## config.mk

```make
export PLATFORM = sky130hd
export DESIGN_NAME = tft_arbiter_flat
export DESIGN_NICKNAME = d
export VERILOG_FILES = /design/src/rtl/tft_arbiter_if.sv /design/src/rtl/tft_arbiter.sv /design/src/flat_wrapper.sv
export SDC_FILE = /design/constraint.sdc
export NUM_CORES = 1
export LEC_CHECK = 0
export CORE_MARGIN = 2
export CORE_UTILIZATION = 30
export DETAILED_ROUTE_END_ITERATION = 7
export SLEW_MARGIN = 20
export SYNTH_ARGS = -nofsm -noshare
export SYNTH_HDL_FRONTEND = slang
export SYNTH_SLANG_ARGS = --single-unit
```

## constraint.sdc

```tcl
create_clock -name clk -period 2 [get_ports clk]
set_clock_uncertainty 0.2 [all_clocks]
set_input_delay 0.3 -clock clk [delete_from_list [all_inputs] [get_ports clk]]
set_output_delay 0.3 -clock clk [all_outputs]
set_load 0.02 [all_outputs]
```

## src/rtl/tft_arbiter_if.sv

```systemverilog
// rtl/tft_arbiter_if.sv - TFT byte bus between the arbiter and the TFT serial driver
interface tft_arbiter_if;
  logic       tft_busy;
  logic       tft_transmit;
  logic       tft_dc;
  logic [7:0] tft_data;

  // Arbiter side: drives the byte, listens to driver busy
  modport master (
    input  tft_busy,
    output tft_transmit,
    output tft_dc,
    output tft_data
  );

  // TFT driver side
  modport slave (
    output tft_busy,
    input  tft_transmit,
    input  tft_dc,
    input  tft_data
  );
endinterface

```

## src/rtl/tft_arbiter.sv

```systemverilog
// rtl/tft_arbiter.sv - round-robin TFT byte-bus arbiter; TFT_ARBITER_PRIORITY_EN selects fixed priority
module tft_arbiter #(
  parameter int clients   = 4,
  parameter int busy_wait = 4
) (
  input  logic                   clk,
  input  logic                   rst,
  input  logic [clients-1:0]     req,
  output logic [clients-1:0]     client_enable,
  output logic [clients-1:0]     client_draw,
  input  logic [clients-1:0]     client_busy,
  input  logic [clients-1:0]     client_transmit,
  input  logic [clients-1:0]     client_dc,
  input  logic [8*clients-1:0]   client_data,
  output logic [clients-1:0]     client_tft_busy,
  output logic [clients-1:0]     ack,
  output logic                   idle,
  tft_arbiter_if.master          tft
);

  localparam int GW = (clients > 1) ? $clog2(clients) : 1;
  localparam int CW = $clog2(busy_wait + 1);

  typedef enum logic [2:0] {
    S_IDLE,
    S_START,
    S_WAIT,
    S_RUN,
    S_DRAIN
  } state_t;

  state_t             state_q, state_d;
  logic [clients-1:0] pending_q, pending_d;
  logic [GW-1:0]      rr_q, rr_d;
  logic [GW-1:0]      grant_q, grant_d;
  logic [CW-1:0]      cnt_q, cnt_d;
  logic [clients-1:0] enable_q, enable_d;
  logic [clients-1:0] draw_q, draw_d;
  logic [clients-1:0] ack_q, ack_d;
  logic               xmit_q, xmit_d;
  logic               dc_q, dc_d;
  logic [7:0]         data_q, data_d;
  logic               idle_q, idle_d;

  logic [GW-1:0]      sel;
  logic               sel_valid;
  logic [GW:0]        sel_sum;
  logic [GW-1:0]      sel_idx;

  logic               cur_busy;
  logic               cur_transmit;
  logic               cur_dc;
  logic [7:0]         cur_data;
  logic               cur_enable;

  function automatic logic [clients-1:0] onehot(input logic [GW-1:0] g);
    logic [clients-1:0] oh;
    for (int i = 0; i < clients; i++) begin
      oh[i] = (g == GW'(i));
    end
    return oh;
  endfunction

  // Pick the next client: first pending index at or after rr (or lowest index in priority mode)
  always_comb begin
    sel       = '0;
    sel_valid = 1'b0;
    sel_sum   = '0;
    sel_idx   = '0;
    for (int k = 0; k < clients; k++) begin
`ifdef TFT_ARBITER_PRIORITY_EN
      sel_sum = (GW+1)'(k);
`else
      sel_sum = {1'b0, rr_q} + (GW+1)'(k);
      if (sel_sum >= (GW+1)'(clients)) begin
        sel_sum = sel_sum - (GW+1)'(clients);
      end
`endif
      sel_idx = sel_sum[GW-1:0];
      if (!sel_valid && pending_q[sel_idx]) begin
        sel       = sel_idx;
        sel_valid = 1'b1;
      end
    end
  end

  // Route the granted client's signals out of the per-client vectors
  always_comb begin
    cur_busy     = 1'b0;
    cur_transmit = 1'b0;
    cur_dc       = 1'b0;
    cur_data     = 8'h00;
    cur_enable   = 1'b0;
    for (int i = 0; i < clients; i++) begin
      if (grant_q == GW'(i)) begin
        cur_busy     = client_busy[i];
        cur_transmit = client_transmit[i];
        cur_dc       = client_dc[i];
        cur_data     = client_data[i*8 +: 8];
        cur_enable   = enable_q[i];
      end
    end
  end

  // Grant FSM next state, request latching and registered-output next values
  always_comb begin
    state_d   = state_q;
    pending_d = pending_q | req;
    rr_d      = rr_q;
    grant_d   = grant_q;
    cnt_d     = cnt_q;
    ack_d     = '0;

    case (state_q)
      S_IDLE: begin
        if (sel_valid) begin
          grant_d   = sel;
          rr_d      = (sel == GW'(clients - 1)) ? '0 : sel + 1'b1;
          // A req arriving in the grant cycle re-queues the same client
          pending_d = (pending_q & ~onehot(sel)) | req;
          state_d   = S_START;
        end
      end
      S_START: begin
        cnt_d   = '0;
        state_d = S_WAIT;
      end
      S_WAIT: begin
        if (cur_busy) begin
          state_d = S_RUN;
        end else begin
          if (cnt_q != CW'(busy_wait)) begin
            cnt_d = cnt_q + 1'b1;
          end
          // Client never acknowledged the draw strobe: abandon the grant
          if (cnt_d == CW'(busy_wait)) begin
            state_d = S_DRAIN;
          end
        end
      end
      S_RUN: begin
        if (!cur_busy) begin
          state_d = S_DRAIN;
        end
      end
      S_DRAIN: begin
        // Hold until the last forwarded byte has been taken by the driver
        if (!tft.tft_busy && !xmit_q) begin
          ack_d   = onehot(grant_q);
          state_d = S_IDLE;
        end
      end
      default: begin
        state_d = S_IDLE;
      end
    endcase

    enable_d = (state_d inside {S_START, S_WAIT, S_RUN}) ? onehot(grant_d) : '0;
    draw_d   = (state_d == S_START) ? onehot(grant_d) : '0;
    xmit_d   = ((state_q == S_WAIT) || (state_q == S_RUN)) && cur_transmit && cur_enable;
    dc_d     = cur_dc;
    data_d   = cur_data;
    idle_d   = (state_d == S_IDLE) && (pending_d == '0);
  end

  // State and registered outputs; reset drops any grant in flight without an ack
  always_ff @(posedge clk) begin
    if (rst) begin
      state_q   <= S_IDLE;
      pending_q <= '0;
      rr_q      <= '0;
      grant_q   <= '0;
      cnt_q     <= '0;
      enable_q  <= '0;
      draw_q    <= '0;
      ack_q     <= '0;
      xmit_q    <= 1'b0;
      dc_q      <= 1'b0;
      data_q    <= 8'h00;
      idle_q    <= 1'b1;
    end else begin
      state_q   <= state_d;
      pending_q <= pending_d;
      rr_q      <= rr_d;
      grant_q   <= grant_d;
      cnt_q     <= cnt_d;
      enable_q  <= enable_d;
      draw_q    <= draw_d;
      ack_q     <= ack_d;
      xmit_q    <= xmit_d;
      dc_q      <= dc_d;
      data_q    <= data_d;
      idle_q    <= idle_d;
    end
  end

  // Granted client sees driver busy widened by the byte still in the output register
  always_comb begin
    for (int i = 0; i < clients; i++) begin
      client_tft_busy[i] = enable_q[i] ? (tft.tft_busy | xmit_q) : 1'b1;
    end
  end

  assign client_enable    = enable_q;
  assign client_draw      = draw_q;
  assign ack              = ack_q;
  assign idle             = idle_q;
  assign tft.tft_transmit = xmit_q;
  assign tft.tft_dc       = dc_q;
  assign tft.tft_data     = data_q;

endmodule

```

## src/flat_wrapper.sv

```systemverilog
// flat-port wrapper written by rule: the top's interface ports become plain ports
module tft_arbiter_flat 
#(
  parameter int clients   = 4,
  parameter int busy_wait = 4
)
  (clk, rst, req, client_enable, client_draw, client_busy, client_transmit, client_dc, client_data, client_tft_busy, ack, idle, tft_tft_busy, tft_tft_transmit, tft_tft_dc, tft_tft_data);
  tft_arbiter_if tft_i ();
  input  logic clk;
  input  logic rst;
  input  logic [clients-1:0] req;
  output logic [clients-1:0] client_enable;
  output logic [clients-1:0] client_draw;
  input  logic [clients-1:0] client_busy;
  input  logic [clients-1:0] client_transmit;
  input  logic [clients-1:0] client_dc;
  input  logic [8*clients-1:0] client_data;
  output logic [clients-1:0] client_tft_busy;
  output logic [clients-1:0] ack;
  output logic idle;
  input wire logic [$bits(tft_i.tft_busy)-1:0] tft_tft_busy;
  output wire logic [$bits(tft_i.tft_transmit)-1:0] tft_tft_transmit;
  output wire logic [$bits(tft_i.tft_dc)-1:0] tft_tft_dc;
  output wire logic [$bits(tft_i.tft_data)-1:0] tft_tft_data;
  assign tft_i.tft_busy = tft_tft_busy;
  assign tft_tft_transmit = tft_i.tft_transmit;
  assign tft_tft_dc = tft_i.tft_dc;
  assign tft_tft_data = tft_i.tft_data;
  tft_arbiter #(.clients(clients), .busy_wait(busy_wait)) u_core (.clk(clk), .rst(rst), .req(req), .client_enable(client_enable), .client_draw(client_draw), .client_busy(client_busy), .client_transmit(client_transmit), .client_dc(client_dc), .client_data(client_data), .client_tft_busy(client_tft_busy), .ack(ack), .idle(idle), .tft(tft_i));
endmodule
```

==> results.yml, run 1 <==
# implementation run metrics
power:
  power_switching_share: 0.3321
  combinationalPower_mw: 1.12
  powerSeq_mw: 0.932
  power_mw: 2.699
  power_leader: "combinational logic"
  p_int_mw: 1.803
  ir_drop_mv: 0.4212
clocking:
  cts_made_buffers: 5
  clk_path_buf_depth: 2
  clock_latency_ns: 0.29
  cts.reportedPaths.clkPinSlew_ns: 0.07
  cts_tree: "done"
  post_cts_buffers: 0
  cts.sinks: 37
outcome:
  status: "finished clean"
finish:
  n_fill_cell: 577
  final_nets: 346
  flop_area_sq_um: 744.5
timing:
  period_needed_ns: 1.931
  fin_setup_tns_ns: 0
  rsz0062_at_grt: "false"
  finalHoldViolCount: 0
  tightest_slew_ns: 0.5353
  finalSetupViolations: 0
  drv_slew: 0
worst_setup_path:
  required_ns: 1.99
  cp-start-kind: "register"
  path_class: "reg2reg"
place:
  hpwl_um: 3984
yosys:
  ys_ff: 37
  synthArstFlopShare: 0
  ys_cells: 191
  synthAoiAreaFrac: 0.1493
  yosys_area_sq_mm: 0.001886
  syn_area_sq_mm: 0.001886
  synthFlopType: "dfxtp_1"
  area_leaders: "dfxtp_1 39%, mux4_2 12%, ha_1 4.0%"
  yosys_warnings: 0
  ys_types: 48
  synth_top_area_share: 0.3928
drt:
  viasPerCell: 4.838
  drc: 0
  vias: 1766
  routed_wl_um: 4977
global_route:
  gr-usage-all-layers: 0.1456
  grt_pass1_vias: 1769
  grt_max_degree: 16
worst_hold_path:
  min_path_type: "reg2reg"
flow_run:
  warning_count: 30
-- run 1: critical path: stages (launching register included) --
cell and delay [ns]:
dfxtp_2 0.32, nor2b_2 0.16, o21a_1 0.22, nor4_4 0.29
inv_1 0.12, ha_2 0.19, nand2_1 0.07, a21oi_2 0.06
a41o_1 0.20
-- run 1: metal layers --
layer	vias to the layer above	wire [um]	GRT usage
li1	884	-	-
met1	812	2261	0.1794
met2	68	2259	0.2419
met3	2	430	0.05567
met4	0	27	0.03130
met5	-	0	0
-- run 1: final cells by class --
| cell class | count | area share |
|---|---|---|
| multi-input combinational | 133 | 0.3627 |
| timing repair buffer | 100 | 0.3088 |
| sequential | 37 | 0.2450 |
| tap | 75 | 0.03088 |
| clock buffer | 5 | 0.02264 |
| clock inverter | 3 | 0.01523 |
| inverter | 12 | 0.01482 |
-- run 1: path summary, 6_finish.rpt --
| kind | startpoint | to | slack [ns] | depth (start not counted) |
|---|---|---|---|---|
| worst max-delay path | u_core.pending_q[2] | u_core.idle | 0.07 | 8 |
| worst min-delay path | u_core.cnt_q[1] | u_core.cnt_q[1] | 0.28 | 2 |
| worst max register to register | u_core.pending_q[2] | u_core.idle | 0.07 | 8 |
| worst min register to register | u_core.cnt_q[1] | u_core.cnt_q[1] | 0.28 | 2 |
-- run 1: cells in the final DEF (no fill, tap or decap), types with 7 or more instances in the layout --
| cell type | synthesis | layout |
|---|---|---|
| nand2_1 | 19 | 19 |
| and2_1 | 10 | 10 |
| dfxtp_1 | 37 | 34 |
| inv_1 | 12 | 12 |
| nor3_1 | 10 | 10 |
| clkdlybuf4s50_1 | 0 | 73 |
| buf_4 | 0 | 23 |
| nor2_1 | 13 | 11 |
| a21oi_1 | 9 | 7 |
| mux4_2 | 10 | 10 |
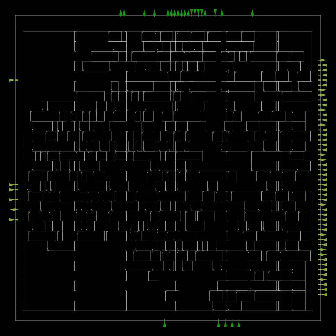
Run 1: placed standard cells
Non-Filler Instances: 365
fraction of area in registers: 0.2450

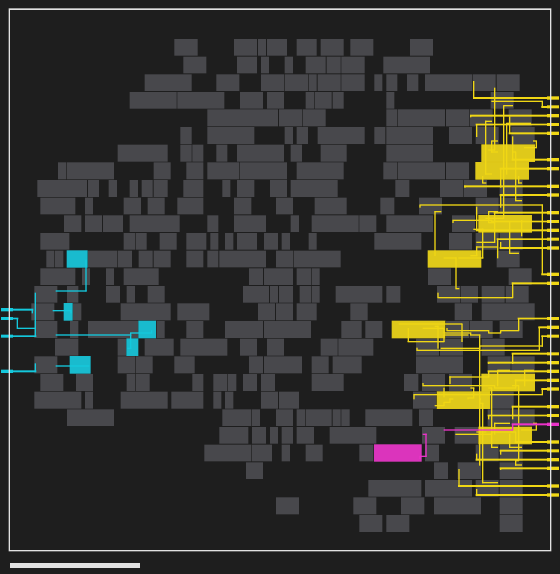
Run 1: port wiring
Bar = 20 um.
cyan -> `req`  # bits 4, direction input, edge left, end cells 5, buffers 4, wire 58.6 um
magenta -> `tft_tft_dc`  # bits 1, direction output, edge right, end cells 1, buffers 1, wire 21.9 um
yellow -> `client_data`  # bits 32, direction input, edge right, end cells 8, buffers 32, wire 679 um

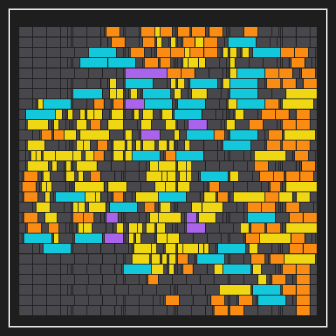
Run 1: cell classes on the final placement
Fill, decap, tap and diode cells in gray.
purple -> clock drivers and dummy loads  # cells 8
orange -> other buffers and delay cells  # cells 100
yellow -> all other logic  # cells 145
cyan -> flip-flops  # cells 37

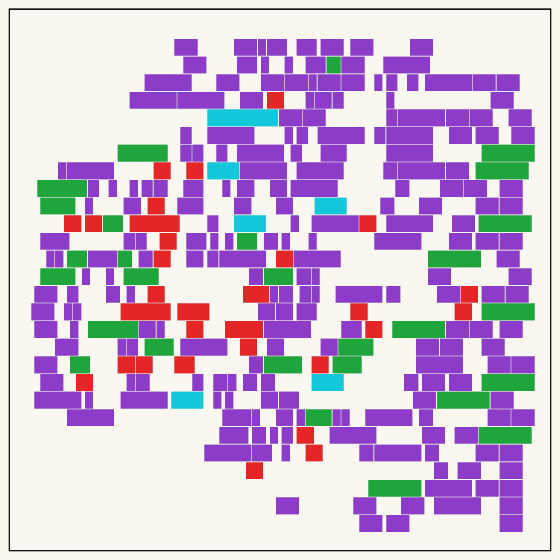
Run 1: cell sizes after repair
purple -> drive 1 or less  # cells 226, share 78%, most used clkdlybuf4s50_1
cyan -> drive 6 and up  # cells 6, share 2.1%, most used clkbuf_8
green -> drive 2  # cells 28, share 9.7%, most used mux4_2
red -> drive 3 to 4  # cells 30, share 10%, most used buf_4

Run 1, wiring by layer:
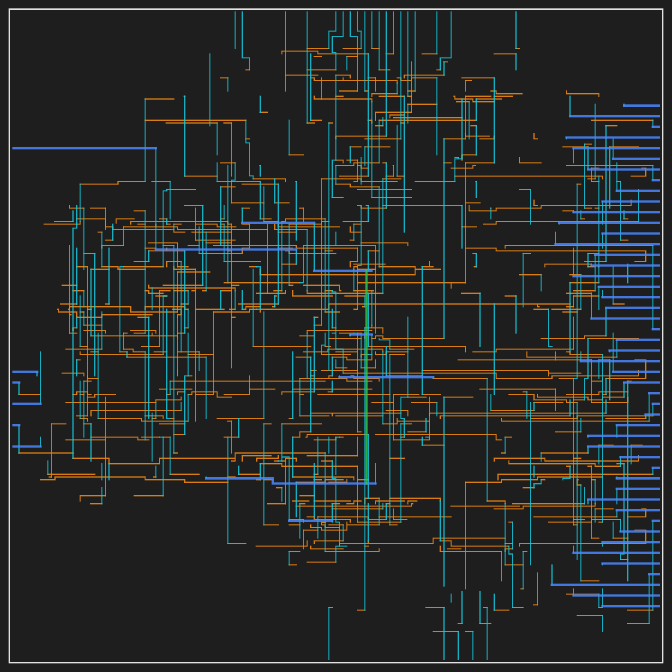

==> inputs of run 2 (changes only) <==
--- a/constraint.sdc
+++ b/constraint.sdc
@@ -4,2 +4,2 @@
 set_output_delay 0.3 -clock clk [all_outputs]
-set_load 0.02 [all_outputs]
+set_load 0.1 [all_outputs]
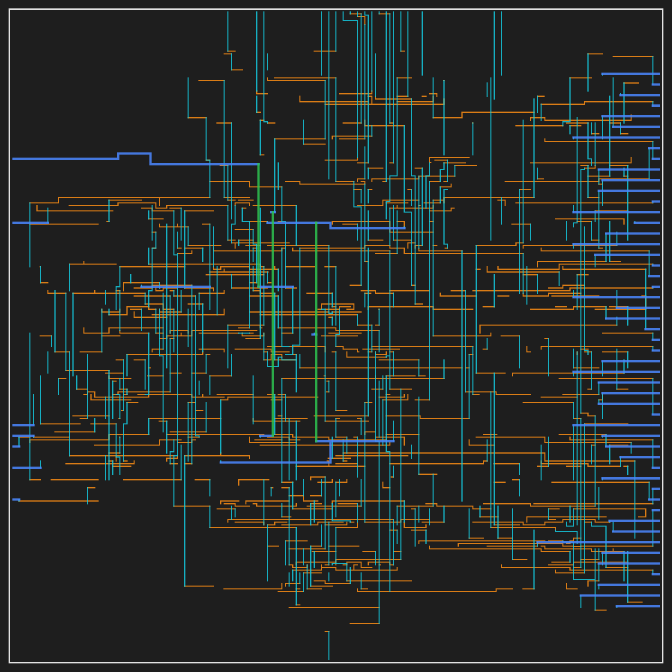
Run 2: wiring by layer
green -> met4  # wire length 72.1 um
orange -> met1  # wire length 2,350 um
blue -> met3  # wire length 387 um
cyan -> met2  # wire length 2,320 um

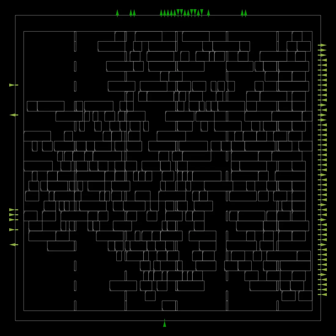
Run 2: placed standard cells
fraction of area in registers: 0.2429
fillers: 544
n_taps: 75
registers: 37
Non-Filler Instances: 367

==> run 2 against run 1 <==
- sequential power up 2.9%
- hold slack lost 0.0021 ns
- core utilization grew 0.86 points
- critical endpoint is now u_core.pending_q[0]
- highest routed layer unchanged
- critical path type unchanged
==> results.yml, run 2 <==
# implementation run metrics
drt:
  viasPerCell: 4.935
  routedLengthMet1_um: 2346
  met2WireLength_um: 2324
  dr_wl_met3_um: 387
clocking:
  clk_path_buf_depth: 2
  cts.reportedPaths.clkPinSlew_ns: 0.07
  cts_tree: "done"
  clock_latency_ns: 0.29
flow_run:
  warning_count: 31
global_route:
  gr-usage-all-layers: 0.1555
  use_met2: 0.2515
  grt_max_degree: 16
  grt_pass1_vias: 1805
  use_met1: 0.1951
  busiest_layer: "met2"
timing:
  period_needed_ns: 1.879
  tightest_slew_ns: 0.5246
  fin_setup_tns_ns: 0
  finalSetupViolations: 0
  finalHoldViolCount: 0
outcome:
  status: "finished clean"
power:
  ir_drop_mv: 0.4305
  power_switching_share: 0.4394
  p_int_mw: 1.746
worst_setup_path:
  worst_path_largest_cell_delay_ns: 0.36
  r2r_slack_ns: 0.12
  path_class: "reg2reg"
  cp-start-kind: "register"
  setup.worst_path.end: "u_core.pending_q[0]"
  cp_slowest_cell: "dfxtp_2"
  timing.rr.start: "u_core.pending_q[0]"
  worstReg2RegEnd: "u_core.pending_q[0]"
  required_ns: 1.98
place:
  hpwl_um: 4138
worst_hold_path:
  min_path_type: "reg2reg"
yosys:
  yosys_warnings: 0
  ys_ff: 37
  synthArstFlopShare: 0
finish:
  lay_top_cells: "50 x clkdlybuf4s50_1, 43 x buf_4, 29 x dfxtp_1, 15 x nand2_1, 12 x nor2_1"
  final_nets: 348
  lay_top_count: "clkdlybuf4s50_1"
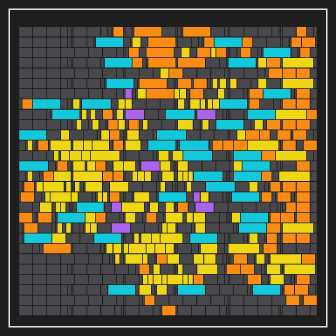
Run 2: cell classes on the final placement
Fill, decap, tap and diode cells in gray.
orange -> other buffers and delay cells  # cells 102
yellow -> all other logic  # cells 145
purple -> clock drivers and dummy loads  # cells 8
cyan -> flip-flops  # cells 37

==> run 2: cell types whose count changed in the layout (fill, tap and decap cells not counted), moves of 5 or more <==
cell             change
clkdlybuf4s50_1     -23
dfxtp_2              +5
buf_12               +9
buf_4               +20
dfxtp_1              -5
==> run 2: per-stage QoR <==
step | hold WS [ns] | setup WS [ns] | power, mW
detailed placement | 0.2749 | -0.1239 | 2.574
floorplan | 0.2172 | -0.05244 | 2.038
global placement | 0.2629 | -0.1100 | 2.567
global route | 0.3095 | -0.003898 | 3.293
finish | 0.2783 | 0.1210 | 3.115
CTS | 0.2863 | 0.03891 | 3.116
==> run 2: critical path: cells and delay by family, from the launching register on <==
kind	cells	cell delay (ns)
flops	1	0.36
simple gates	4	0.24
buf+inv	3	0.33
compound gates	2	0.47
fa+ha+maj	1	0.16
==> run 2: cells by family after synthesis <==
logic type,after synthesis,synth area share
mux,12,0.1301
buf+inv,21,0.05573
fa+ha+maj,6,0.03981
simple gates,78,0.2323
flops,37,0.3928
compound gates,37,0.1493
==> run 2: area by class of cell <==
class,instances,area [sq um],area share
multi-input combinational,133,1111,0.3595
clock inverter,3,17.52,0.005668
tap,75,93.84,0.03036
inverter,12,45.04,0.01457
clock buffer,5,68.82,0.02227
sequential,37,750.7,0.2429
timing repair buffer,102,1003,0.3247
==> run 2: power groups by stage <==
stage	logic (mW)	registers [mW]	clock network [mW]
floorplan	0.659	1.38	0
global placement	1.60	0.968	0
detailed placement	1.60	0.972	0
CTS	1.62	0.954	0.540
global route	1.75	0.976	0.565
finish	1.64	0.959	0.515
==> run 2: what timing repair did <==
item | 4_1_cts | 5_1_grt
resized | 2 | 14
hold buffers | 0 | 0
endpoints found under the setup margin | 2 | 7
setup buffers | 0 | 1
pin swaps | 1 | 3
endpoints found under the hold margin | 0 | 0
Run 2, cell sizes after repair:
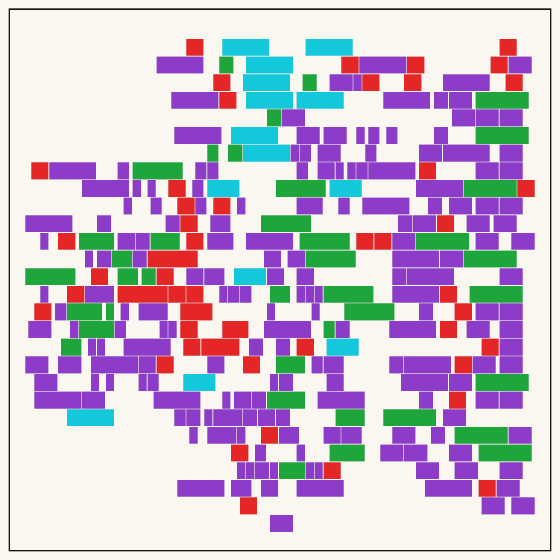

==> inputs of run 3 (changes only) <==
Settings changed: CORE_ASPECT_RATIO from default to 1.4.
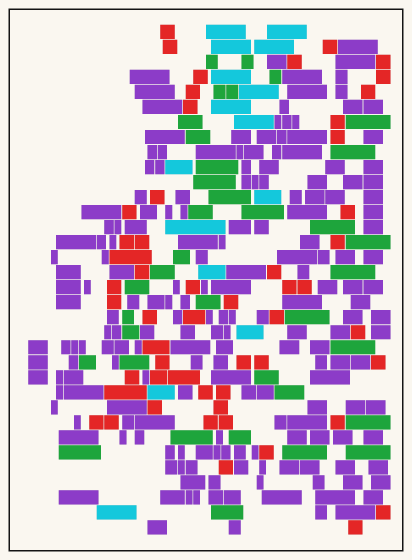
Run 3: cell sizes after repair
red -> drive 3 to 4  # cells 53, share 18%, most used buf_4
cyan -> drive 6 and up  # cells 15, share 5.1%, most used buf_12
green -> drive 2  # cells 36, share 12%, most used mux4_2
purple -> drive 1 or less  # cells 191, share 65%, most used clkdlybuf4s50_1

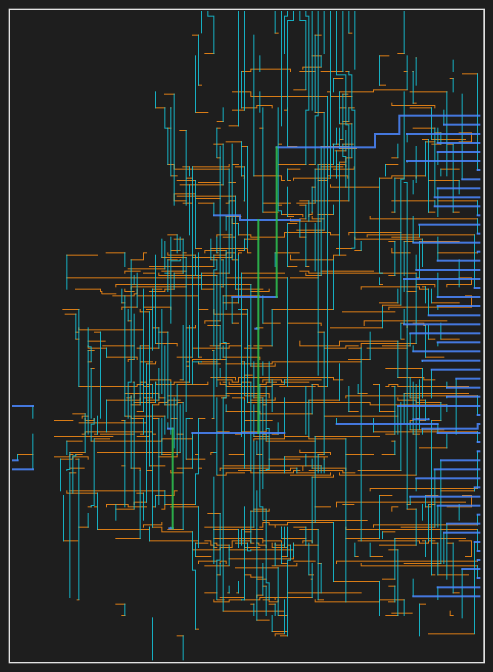
Run 3: wiring by layer
cyan -> met2  # wire length 2,790 um
orange -> met1  # wire length 2,100 um
blue -> met3  # wire length 388 um
green -> met4  # wire length 69.4 um

==> run 3 against run 2 <==
- combinational power increased by 3%
- register-to-register slack got worse by 0.09 ns
- via count increased by 0.28%
- sequential power decreased by 1%
- global-route usage decreased by 0.13 points
- fmax decreased by 4.5%
- wire length increased by 4.2%
- sequential share of layout area decreased by 0.53 points
- setup slack got worse by 0.089 ns
- hold slack improved by 0.0085 ns
- largest cell class unchanged
==> results.yml, run 3 <==
# implementation run metrics
yosys:
  top_cells_by_count: "37 x dfxtp_1, 19 x nand2_1, 13 x nor2_1"
  yosysSeqAreaShare: 0.3928
  top_cell: "dfxtp_1"
  edf_count: 0
  ys_ff: 37
  area_leaders: "dfxtp_1 39%, mux4_2 12%, ha_1 4.0%"
  yosys_area_sq_mm: 0.001886
  ys_cells: 191
  yosys_warnings: 0
  synthArstFlopShare: 0
  ys_types: 48
  synthFlopType: "dfxtp_1"
  syn_inst: 191
drt:
  postRouteAntennaNets: 0
  routed_wl_um: 5347
  viasPerCell: 4.948
  wl_per_cell_um: 14.57
  drc: 0
  dr_wl_met3_um: 387
  first_iter_violations: 43
  met2WireLength_um: 2789
  routedLengthMet1_um: 2101
place:
  place_area_sq_mm: 0.002948
  portBuffers: 77
  gp_congestion: 0.8289
  hpwl_um: 4292
worst_setup_path:
  cp-start-kind: "register"
  crit_fanout: 4
  worst_path_largest_cell_delay_ns: 0.37
  cp_top_family: "simple AND/OR/NAND/NOR gates"
  worst_ep_arrival_time_ns: 1.95
  cp.buffers_inverters: 2
  path_class: "reg2reg"
  worstPathCellList: "buf_4, nor4_4, nor4_4, buf_4, ha_1, a21oi_1, nor2_1, a41o_1"
  required_ns: 1.98
  critPathCaptureType: "register"
  cp_slowest_cell: "nor4_4"
clocking:
  post_cts_buffers: 0
  cts.reportedPaths.clkPinSlew_ns: 0.07
  cts_resized: 3
  clk_path_buf_depth: 2
  cts_hold_buffers: 0
  clock_latency_ns: 0.29
  cts_tree: "done"
  cts.sinks: 37
  cts_made_buffers: 5
global_route:
  use_met1: 0.1561
  grt_max_degree: 16
  busiest_layer: "met2"
  grt_use_met3: 0.04334
  overflow: 0
  grt_pass1_vias: 1831
  gr-usage-all-layers: 0.1542
  use_met2: 0.3012
  antenna_found_initial: 0
timing:
  tightest_slew_ns: 0.4660
  period_used_share: 0.9842
  drv_slew: 0
  fmax_mhz: 508.0
  fin_setup_tns_ns: 0
  hold_slack_ns: 0.2868
  finalSetupViolations: 0
  max_slew_margin: 0.6887
  finalHoldViolCount: 0
  period_needed_ns: 1.968
die:
  core_sq_mm: 0.006168
  pin_count: 78
  row_count: 34
  fp.dieW_um: 71.01
  fp-utilization: 0.3057
finish:
  lay_top_cells: "50 x clkdlybuf4s50_1, 46 x buf_4, 31 x dfxtp_1, 15 x nand2_1, 12 x inv_1"
  lay_top_count: "clkdlybuf4s50_1"
  drive_gt1_frac: 0.3525
  largest_reg_flops: 8
  final_nets: 351
  fin_util: 0.5105
  n_antenna_cell: 0
power:
  ir_drop_mv: 0.3340
  leakagePower_nw: 1.251
flow_run:
  warning_count: 32
outcome:
  status: "finished clean"
worst_hold_path:
  min_path_type: "reg2reg"
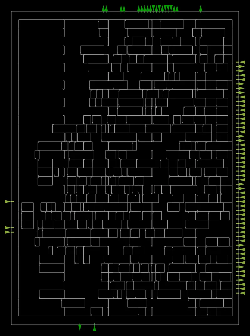
Run 3: placed standard cells
n_taps: 72
fillers: 581

-- run 3: worst paths after layout --
kind / endpoint / cells past startpoint / slack, ns / from
min reg2reg: u_core.cnt_q[1] / 2 / 0.29 / u_core.cnt_q[1]
max: u_core.idle / 8 / 0.03 / u_core.pending_q[0]
min: u_core.cnt_q[1] / 2 / 0.29 / u_core.cnt_q[1]
max reg2reg: u_core.idle / 8 / 0.03 / u_core.pending_q[0]
-- run 3: worst register-to-register path: stages, from the launching register on --
cell and delay [ns]:
dfxtp_1 0.31, buf_4 0.15, nor4_4 0.37, nor4_4 0.10
buf_4 0.15, ha_1 0.19, a21oi_1 0.12, nor2_1 0.07
a41o_1 0.21
-- run 3: cells by family (layout without fill, tap and decap cells) --
kind of cell    after synthesis  count (layout)  synth area share
compound gates               37              37            0.1493
fa+ha+maj                     6               6           0.03981
buf+inv                      21             125           0.05573
flops                        37              37            0.3928
mux                          12              12            0.1301
simple gates                 78              78            0.2323
-- run 3: power by group --
part	leakage [nW]	total (mW)	switching, mW	internal, mW
Clock	0.0543	0.653	0.280	0.373
Combinational	0.890	1.69	1.01	0.679
Sequential	0.307	0.946	0.101	0.845
-- run 3: metrics by stage --
step	setup WS (ns)	total power [mW]	instances
floorplan	-0.05244	2.038	191
global placement	-0.1063	2.573	357
detailed placement	-0.1181	2.582	357
CTS	0.0009750	3.259	365
global route	-0.04748	3.455	367
finish	0.03164	3.292	367
-- run 3: cell type report --
cell class              count  area (sq um)  share of cell area
clock buffers               5         68.82             0.02185
well taps                  72         90.09             0.02861
flip-flops and latches     37         748.2              0.2376
inverters                  12         45.04             0.01430
clock inverters             3         46.29             0.01470
multi-input cells         133          1125              0.3572
repair buffers            105          1026              0.3258
Power is estimated from default activity; no workload was simulated.
